## src/rtl/ecdsa_pkg.sv

```systemverilog
// Shared definitions for the ECDSA scalar-multiplication datapath:
// point-operation command encodings and the default scalar width.
package ecdsa_pkg;
    localparam int N_DEFAULT = 256;

    localparam logic [2:0] OP_LOAD = 3'd0;
    localparam logic [2:0] OP_DBL  = 3'd1;
    localparam logic [2:0] OP_ADD  = 3'd2;
    localparam logic [2:0] OP_SUB  = 3'd3;
    localparam logic [2:0] OP_END  = 3'd4;
endpackage

```

## src/rtl/scalar_op_sequencer_naf_recoder.sv

```systemverilog
// Serial non-adjacent-form recoder: one digit per cycle, N+1 digits,
// delivered as pos/neg bit vectors (digit i is +1, -1 or 0).
module naf_recoder #(
    parameter int N  = 256,
    parameter int IW = $clog2(N + 1)
) (
    input  logic         clk,
    input  logic         reset,
    input  logic         start,
    input  logic [N-1:0] k,
    output logic         busy,
    output logic         done,
    output logic [N:0]   pos,
    output logic [N:0]   neg
);
    logic [N:0]    k_reg;
    logic [IW-1:0] cnt_reg;
    logic          busy_reg;
    logic          done_reg;
    logic [N:0]    pos_reg;
    logic [N:0]    neg_reg;
    logic          dig_pos;
    logic          dig_neg;

    // k mod 4 == 1 gives +1, k mod 4 == 3 gives -1; after subtracting the
    // digit, k>>1 equals (k>>1)+1 only in the -1 case.
    assign dig_pos = k_reg[0] & ~k_reg[1];
    assign dig_neg = k_reg[0] & k_reg[1];

    always_ff @(posedge clk) begin
        if (reset) begin
            k_reg    <= '0;
            cnt_reg  <= '0;
            busy_reg <= 1'b0;
            done_reg <= 1'b0;
            pos_reg  <= '0;
            neg_reg  <= '0;
        end else begin
            done_reg <= 1'b0;
            if (!busy_reg && start) begin
                k_reg    <= {1'b0, k};
                cnt_reg  <= '0;
                busy_reg <= 1'b1;
            end else if (busy_reg) begin
                pos_reg <= {dig_pos, pos_reg[N:1]};
                neg_reg <= {dig_neg, neg_reg[N:1]};
                k_reg   <= (k_reg >> 1) + {{N{1'b0}}, dig_neg};
                cnt_reg <= cnt_reg + IW'(1);
                if (cnt_reg == IW'(N)) begin
                    busy_reg <= 1'b0;
                    done_reg <= 1'b1;
                end
            end
        end
    end

    assign busy = busy_reg;
    assign done = done_reg;
    assign pos  = pos_reg;
    assign neg  = neg_reg;
endmodule

```

## src/rtl/scalar_op_sequencer.sv

```systemverilog
// Left-to-right point-op command generator for kP (LOAD/DBL/ADD/SUB/END).
// Define SCALAR_SEQ_NAF_EN to recode k into NAF first; default uses raw bits.
module scalar_op_sequencer
    import ecdsa_pkg::*;
#(
    parameter int N  = N_DEFAULT,
    parameter int IW = $clog2(N + 1)
) (
    input  logic          clk,
    input  logic          reset,
    input  logic          start,
    input  logic [N-1:0]  scalar,
    output logic          busy,
    output logic          cmd_valid,
    input  logic          cmd_ready,
    output logic [2:0]    cmd_op,
    output logic [IW-1:0] cmd_idx,
    output logic          zero_scalar,
    output logic          done
);
`ifdef SCALAR_SEQ_NAF_EN
    typedef enum logic [2:0] {S_IDLE, S_RECODE, S_SCAN, S_EMIT_DBL, S_EMIT_ADD, S_EMIT_END} state_e;
`else
    typedef enum logic [2:0] {S_IDLE, S_SCAN, S_EMIT_DBL, S_EMIT_ADD, S_EMIT_END} state_e;
`endif

    state_e        state_reg;
    logic [N:0]    pos_reg;
    logic [N:0]    nz_vec;
    logic          sub_sel;
    logic [IW-1:0] scan_idx_reg;
    logic [IW-1:0] scan_prev;
    logic          busy_reg;
    logic          cmd_valid_reg;
    logic [2:0]    cmd_op_reg;
    logic [IW-1:0] cmd_idx_reg;
    logic          zero_scalar_reg;
    logic          done_reg;
    logic [2:0]    adv_op;
    logic [IW-1:0] adv_idx;
    state_e        adv_state;

`ifdef SCALAR_SEQ_NAF_EN
    logic [N:0] neg_reg;
    logic [N:0] rec_pos;
    logic [N:0] rec_neg;
    logic       rec_busy;
    logic       rec_done;

    naf_recoder #(.N(N), .IW(IW)) u_recoder (
        .clk   (clk),
        .reset (reset),
        .start (state_reg == S_IDLE && start && !done_reg),
        .k     (scalar),
        .busy  (rec_busy),
        .done  (rec_done),
        .pos   (rec_pos),
        .neg   (rec_neg)
    );

    assign nz_vec  = pos_reg | neg_reg;
    assign sub_sel = neg_reg[cmd_idx_reg];
`else
    assign nz_vec  = pos_reg;
    assign sub_sel = 1'b0;
`endif

    // SCAN looks one digit below scan_idx so LOAD(m) is registered in the
    // cycle that would otherwise have examined digit m.
    assign scan_prev = scan_idx_reg - IW'(1);

    always_comb begin
        adv_op    = OP_DBL;
        adv_idx   = cmd_idx_reg - IW'(1);
        adv_state = S_EMIT_DBL;
        if (cmd_idx_reg == '0) begin
            adv_op    = OP_END;
            adv_idx   = '0;
            adv_state = S_EMIT_END;
        end
    end

    always_ff @(posedge clk) begin
        if (reset) begin
            state_reg       <= S_IDLE;
            pos_reg         <= '0;
`ifdef SCALAR_SEQ_NAF_EN
            neg_reg         <= '0;
`endif
            scan_idx_reg    <= '0;
            busy_reg        <= 1'b0;
            cmd_valid_reg   <= 1'b0;
            cmd_op_reg      <= 3'd0;
            cmd_idx_reg     <= '0;
            zero_scalar_reg <= 1'b0;
            done_reg        <= 1'b0;
        end else begin
            done_reg <= 1'b0;
            case (state_reg)
                S_IDLE: begin
                    // done_reg still high means this is the done cycle: ignore start
                    if (start && !done_reg) begin
                        zero_scalar_reg <= 1'b0;
                        busy_reg        <= 1'b1;
`ifdef SCALAR_SEQ_NAF_EN
                        state_reg       <= S_RECODE;
`else
                        pos_reg         <= {1'b0, scalar};
                        scan_idx_reg    <= IW'(N);
                        state_reg       <= S_SCAN;
`endif
                    end
                end
`ifdef SCALAR_SEQ_NAF_EN
                S_RECODE: begin
                    if (rec_done && !rec_busy) begin
                        pos_reg <= rec_pos;
                        neg_reg <= rec_neg;
                        if (rec_pos[N] | rec_neg[N]) begin
                            cmd_valid_reg <= 1'b1;
                            cmd_op_reg    <= OP_LOAD;
                            cmd_idx_reg   <= IW'(N);
                            state_reg     <= S_EMIT_DBL;
                        end else begin
                            scan_idx_reg <= IW'(N);
                            state_reg    <= S_SCAN;
                        end
                    end
                end
`endif
                S_SCAN: begin
                    if (scan_idx_reg == '0) begin
                        zero_scalar_reg <= 1'b1;
                        cmd_valid_reg   <= 1'b1;
                        cmd_op_reg      <= OP_END;
                        cmd_idx_reg     <= '0;
                        state_reg       <= S_EMIT_END;
                    end else if (nz_vec[scan_prev]) begin
                        cmd_valid_reg <= 1'b1;
                        cmd_op_reg    <= OP_LOAD;
                        cmd_idx_reg   <= scan_prev;
                        state_reg     <= S_EMIT_DBL;
                    end else begin
                        scan_idx_reg <= scan_prev;
                    end
                end
                S_EMIT_DBL: begin
                    if (cmd_ready) begin
                        if (cmd_op_reg == OP_DBL && nz_vec[cmd_idx_reg]) begin
                            cmd_op_reg <= sub_sel ? OP_SUB : OP_ADD;
                            state_reg  <= S_EMIT_ADD;
                        end else begin
                            cmd_op_reg  <= adv_op;
                            cmd_idx_reg <= adv_idx;
                            state_reg   <= adv_state;
                        end
                    end
                end
                S_EMIT_ADD: begin
                    if (cmd_ready) begin
                        cmd_op_reg  <= adv_op;
                        cmd_idx_reg <= adv_idx;
                        state_reg   <= adv_state;
                    end
                end
                S_EMIT_END: begin
                    if (cmd_ready) begin
                        cmd_valid_reg <= 1'b0;
                        busy_reg      <= 1'b0;
                        done_reg      <= 1'b1;
                        state_reg     <= S_IDLE;
                    end
                end
                default: state_reg <= S_IDLE;
            endcase
        end
    end

    assign busy        = busy_reg;
    assign cmd_valid   = cmd_valid_reg;
    assign cmd_op      = cmd_op_reg;
    assign cmd_idx     = cmd_idx_reg;
    assign zero_scalar = zero_scalar_reg;
    assign done        = done_reg;
endmodule

```

## config.mk

```make
export PLATFORM = sky130hd
export DESIGN_NAME = scalar_op_sequencer
export DESIGN_NICKNAME = d
export VERILOG_FILES = /design/src/rtl/ecdsa_pkg.sv /design/src/rtl/scalar_op_sequencer_naf_recoder.sv /design/src/rtl/scalar_op_sequencer.sv
export SDC_FILE = /design/constraint.sdc
export NUM_CORES = 1
export LEC_CHECK = 0
export CELL_PAD_IN_SITES_DETAIL_PLACEMENT = 0
export CELL_PAD_IN_SITES_GLOBAL_PLACEMENT = 1
export CORE_MARGIN = 2
export CORE_UTILIZATION = 43
export DETAILED_ROUTE_END_ITERATION = 12
export PLACE_DENSITY_LB_ADDON = 0.1
export SYNTH_ARGS = -nofsm -noshare
export SYNTH_HDL_FRONTEND = slang
export SYNTH_SLANG_ARGS = --single-unit
```

## constraint.sdc

```tcl
create_clock -name clk -period 12.6 [get_ports clk]
set_clock_uncertainty 0.15 [all_clocks]
set_input_delay 1.26 -clock clk [delete_from_list [all_inputs] [get_ports clk]]
set_output_delay 1.26 -clock clk [all_outputs]
set_load 0.01 [all_outputs]
```

==> results.ini, run 1 <==
[cells_and_area]
num-fill-cells = 3246
comb_gates = 1273
nets = 2156
non_clock_buffer_count = 293
buf_share_pct = 15.4
num_antenna_cells = 0
final.signal_inverter_count = 11
clock_area_share_pct = 5.17

[yosys]
ys_top_cells_by_area = dfxtp_1, mux4_2, nand2_1, a21oi_1, mux2i_1
avgSynthCellArea_um2 = 8.72
dominantRegCellSynth = dfxtp_1
synth_top_cell_by_area = dfxtp_1
synth.ff_latch_count = 284
synth_sequential_area_ratio_pct = 38.0

[clock_network]
cts_num_sinks = 284
holdBufCountCts = 0

[global_routing]
first_pass_grt_wire_length_mm = 73.4
grt_overflow = 0
global_route.usage.total_pct = 25.9

[floorplanning]
taps_inserted = 455

[timing]
setup_ws_ps = 7500
fin_hold_ws_ps = 314
maximum_clock_frequency_mhz = 196

[critical_path]
cp.depth = 12
worst_ep_arrival_time_ps = 5410
critical_path.n_buffers_inverters = 2
setup.worst_path.start = scan_idx_reg[1]

[worst_hold_path]
worstHoldPathCells = 2

[drt]
wl_per_cell_um = 20.0

[power_and_ir_drop]
internal_power_mw = 2.50
seq_power_mw = 1.35

[outcome]
status = complete, no violations

## run 1: per-layer routing
layer  global-route usage, %  vias to the layer above  part of all wire (%)
met3                    3.53                       79                   5.9
li1                        -                     6442                     -
met1                    35.7                     6525                    44
met2                    42.2                      438                    47
met5                       0                        -                 0.063
met4                    8.02                        4                   3.0
## run 1: cells in the mapped netlist, drive strengths merged, types with 3 or more instances
cell	n
a2111oi	3
a211oi	5
a21oi	281
a22o	6
a22oi	12
a311oi	5
and2	3
and3	5
buf	45
clkbuf	103
dfxtp	284
ha	3
inv	11
mux2	5
mux2i	70
mux4	118
nand2	544
nand2b	5
nand3	35
nand4	7
nand4b	5
nor2	34
nor2b	5
nor3	11
nor3b	3
nor4	4
o21ai	30
o22a	5
o22ai	5
o31ai	6
o32ai	3
or3	10
or4	3
xnor2	4
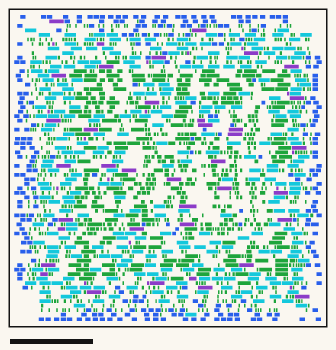
(run_1/class_map.png)
The bar under the picture is 50 um long.
remaining buffers and delay cells -> blue  # cells 293, share of their area 16%
remaining logic cells -> green  # cells 1284, share of their area 48%
clock drivers and dummy loads -> purple  # cells 54, share of their area 5.3%
sequential cells -> cyan  # cells 284, share of their area 31%

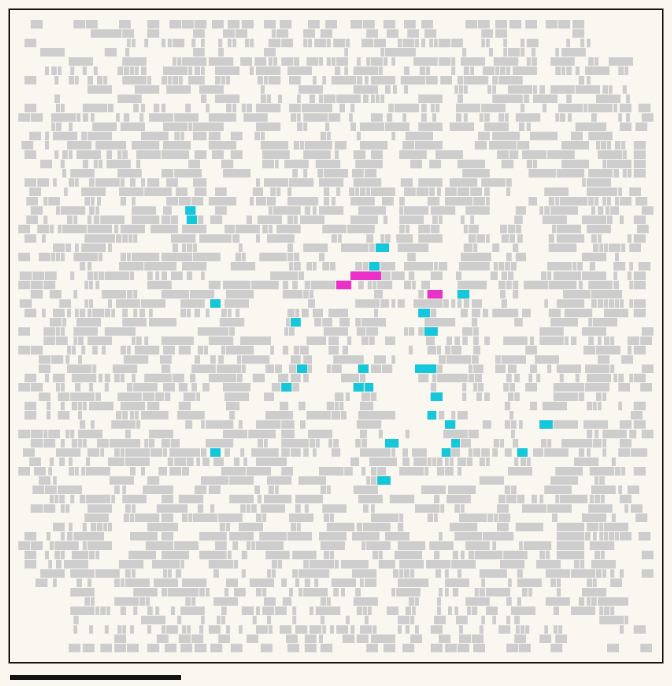
(run_1/gates.png)
The bar under the picture is 50 um long.
fa/ha/maj cells -> magenta  # cells 3, most used ha_1
non-inverting ao/oa cells -> cyan  # cells 25

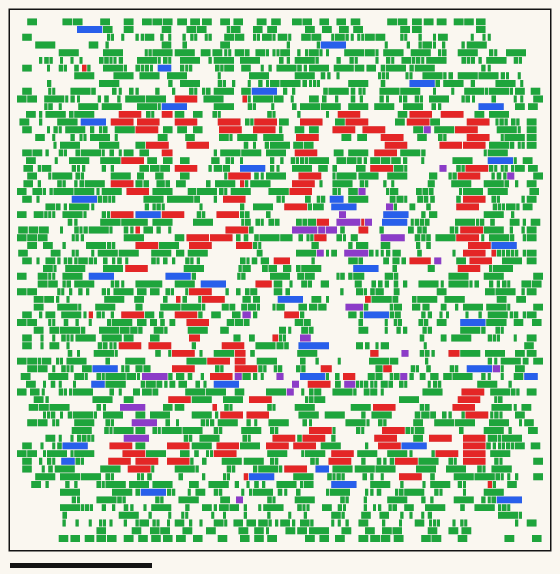
(run_1/sizing.png)
The bar under the picture is 50 um long.
x2 -> red  # cells 142, share 7.4%, most used mux4_2
x1 and smaller -> green  # cells 1703, share 89%, most used nand2_1
x6 and larger -> blue  # cells 39, share 2.0%, most used clkbuf_16
x3 and x4 -> purple  # cells 31, share 1.6%, most used buf_4

==> run_1/congestion_map.png <==
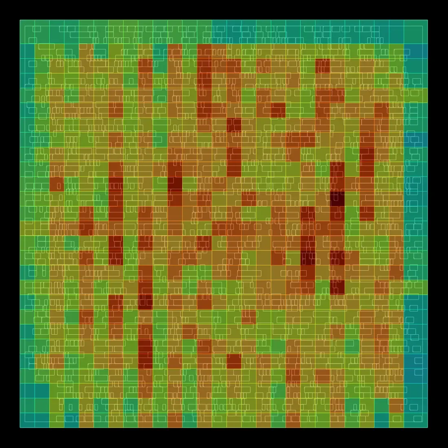

==> run 2, diff against run 1 <==
--- a/config.mk
+++ b/config.mk
@@ -8,7 +8,7 @@
 export CELL_PAD_IN_SITES_DETAIL_PLACEMENT = 0
 export CELL_PAD_IN_SITES_GLOBAL_PLACEMENT = 1
 export CORE_MARGIN = 2
-export CORE_UTILIZATION = 43
+export CORE_UTILIZATION = 36
 export DETAILED_ROUTE_END_ITERATION = 12
 export PLACE_DENSITY_LB_ADDON = 0.1
 export SYNTH_ARGS = -nofsm -noshare
==> constraint.sdc (replaced) <==
create_clock -name clk -period 4.5 [get_ports clk]
set_clock_uncertainty 0.15 [all_clocks]
set_input_delay 0.45 -clock clk [delete_from_list [all_inputs] [get_ports clk]]
set_output_delay 0.45 -clock clk [all_outputs]
set_load 0.01 [all_outputs]
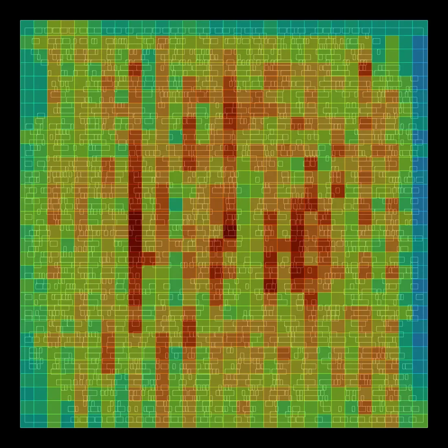
(run_2/congestion_map.png)
met2 Resource Use GR: 36.8%
met1 global-route usage: 32.1%

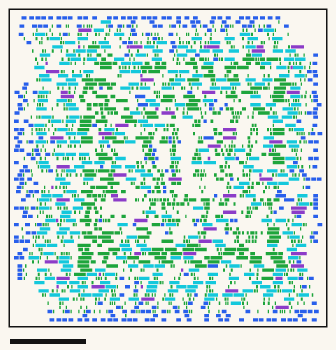
(run_2/class_map.png)
The bar under the picture is 50 um long.
remaining buffers and delay cells -> blue  # cells 317, share of their area 17%
remaining logic cells -> green  # cells 1284, share of their area 46%
sequential cells -> cyan  # cells 284, share of their area 31%
clock drivers and dummy loads -> purple  # cells 62, share of their area 6.2%
Site Rows: 74
Core Region: 0.0409 mm^2

==> results.ini, run 2 <==
[outcome]
status = complete, no violations  ; unchanged

[global_routing]
first_pass_grt_wire_length_mm = 78.8  ; was 73.4 mm
global_route.usage.total_pct = 22.9  ; was 25.9%
globalRoute.busiestLayer = met2  ; unchanged
grt_overflow = 0  ; unchanged

[critical_path]
worst_ep_arrival_time_ps = 4570  ; was 5410 ps
setup.worst_path.start = scan_idx_reg[1]  ; unchanged
cp.depth = 12  ; unchanged
reg2reg_to = scan_idx_reg[6]  ; was cmd_idx[7]
critical_path.n_buffers_inverters = 2  ; unchanged

[yosys]
synth_sequential_area_ratio_pct = 38.0  ; unchanged
ys_top_cells_by_area = dfxtp_1, mux4_2, nand2_1, a21oi_1, mux2i_1  ; unchanged
synth.ff_latch_count = 284  ; unchanged
yosysTopAreaCellShare_pct = 38.0  ; unchanged
synth.most_common_cell = nand2_1  ; unchanged

[drt]
wl_met2_mm = 23.4  ; was 22.2 mm
wl_per_cell_um = 20.3  ; was 20.0 um
drt-met1-wl_mm = 23.2  ; was 20.9 mm
route.top_layer_used = met4  ; was met5

[cells_and_area]
num_antenna_cells = 0  ; unchanged
num-fill-cells = 4008  ; was 3246

[power_and_ir_drop]
leakage_nw = 6.69  ; was 6.46 nW
internal_power_mw = 7.56  ; was 2.50 mW
seq_power_mw = 3.80  ; was 1.35 mW

[worst_hold_path]
worstHoldPathCells = 2  ; unchanged

[clock_network]
cts_num_sinks = 284  ; unchanged
post_cts.resized_instances = 0  ; unchanged
holdBufCountCts = 0  ; unchanged

[timing]
report.final.slew_viol_count = 0  ; unchanged

## run 2: cell counts after synthesis
No cell type changed its count.
## run 2: area by class of cell
class                      count  area share (%)
tap                          532            3.44
clock buffer                  51            5.43
multi-input combinational   1273            44.6
timing repair buffer         317            16.3
inverter                      11           0.214
clock inverter                11           0.563
sequential                   284            29.5
## run 2: metrics by stage
step | setup WS (ps) | cells | instance area (um^2) | hold WS [ps] | util [%]
2_1_floorplan | 344 | 1716 | 15000 | 291 | -
3_3_place_gp | 358 | 2417 | 18200 | 297 | 44.4
3_5_place_dp | 262 | 2417 | 18200 | 300 | 44.4
4_1_cts | 224 | 2479 | 19300 | 308 | 47.2
5_1_grt | 13.3 | 2479 | 19300 | 323 | 47.2
6_report | 233 | 2479 | 19300 | 306 | 47.2
Power and IR drop assume default switching activity.
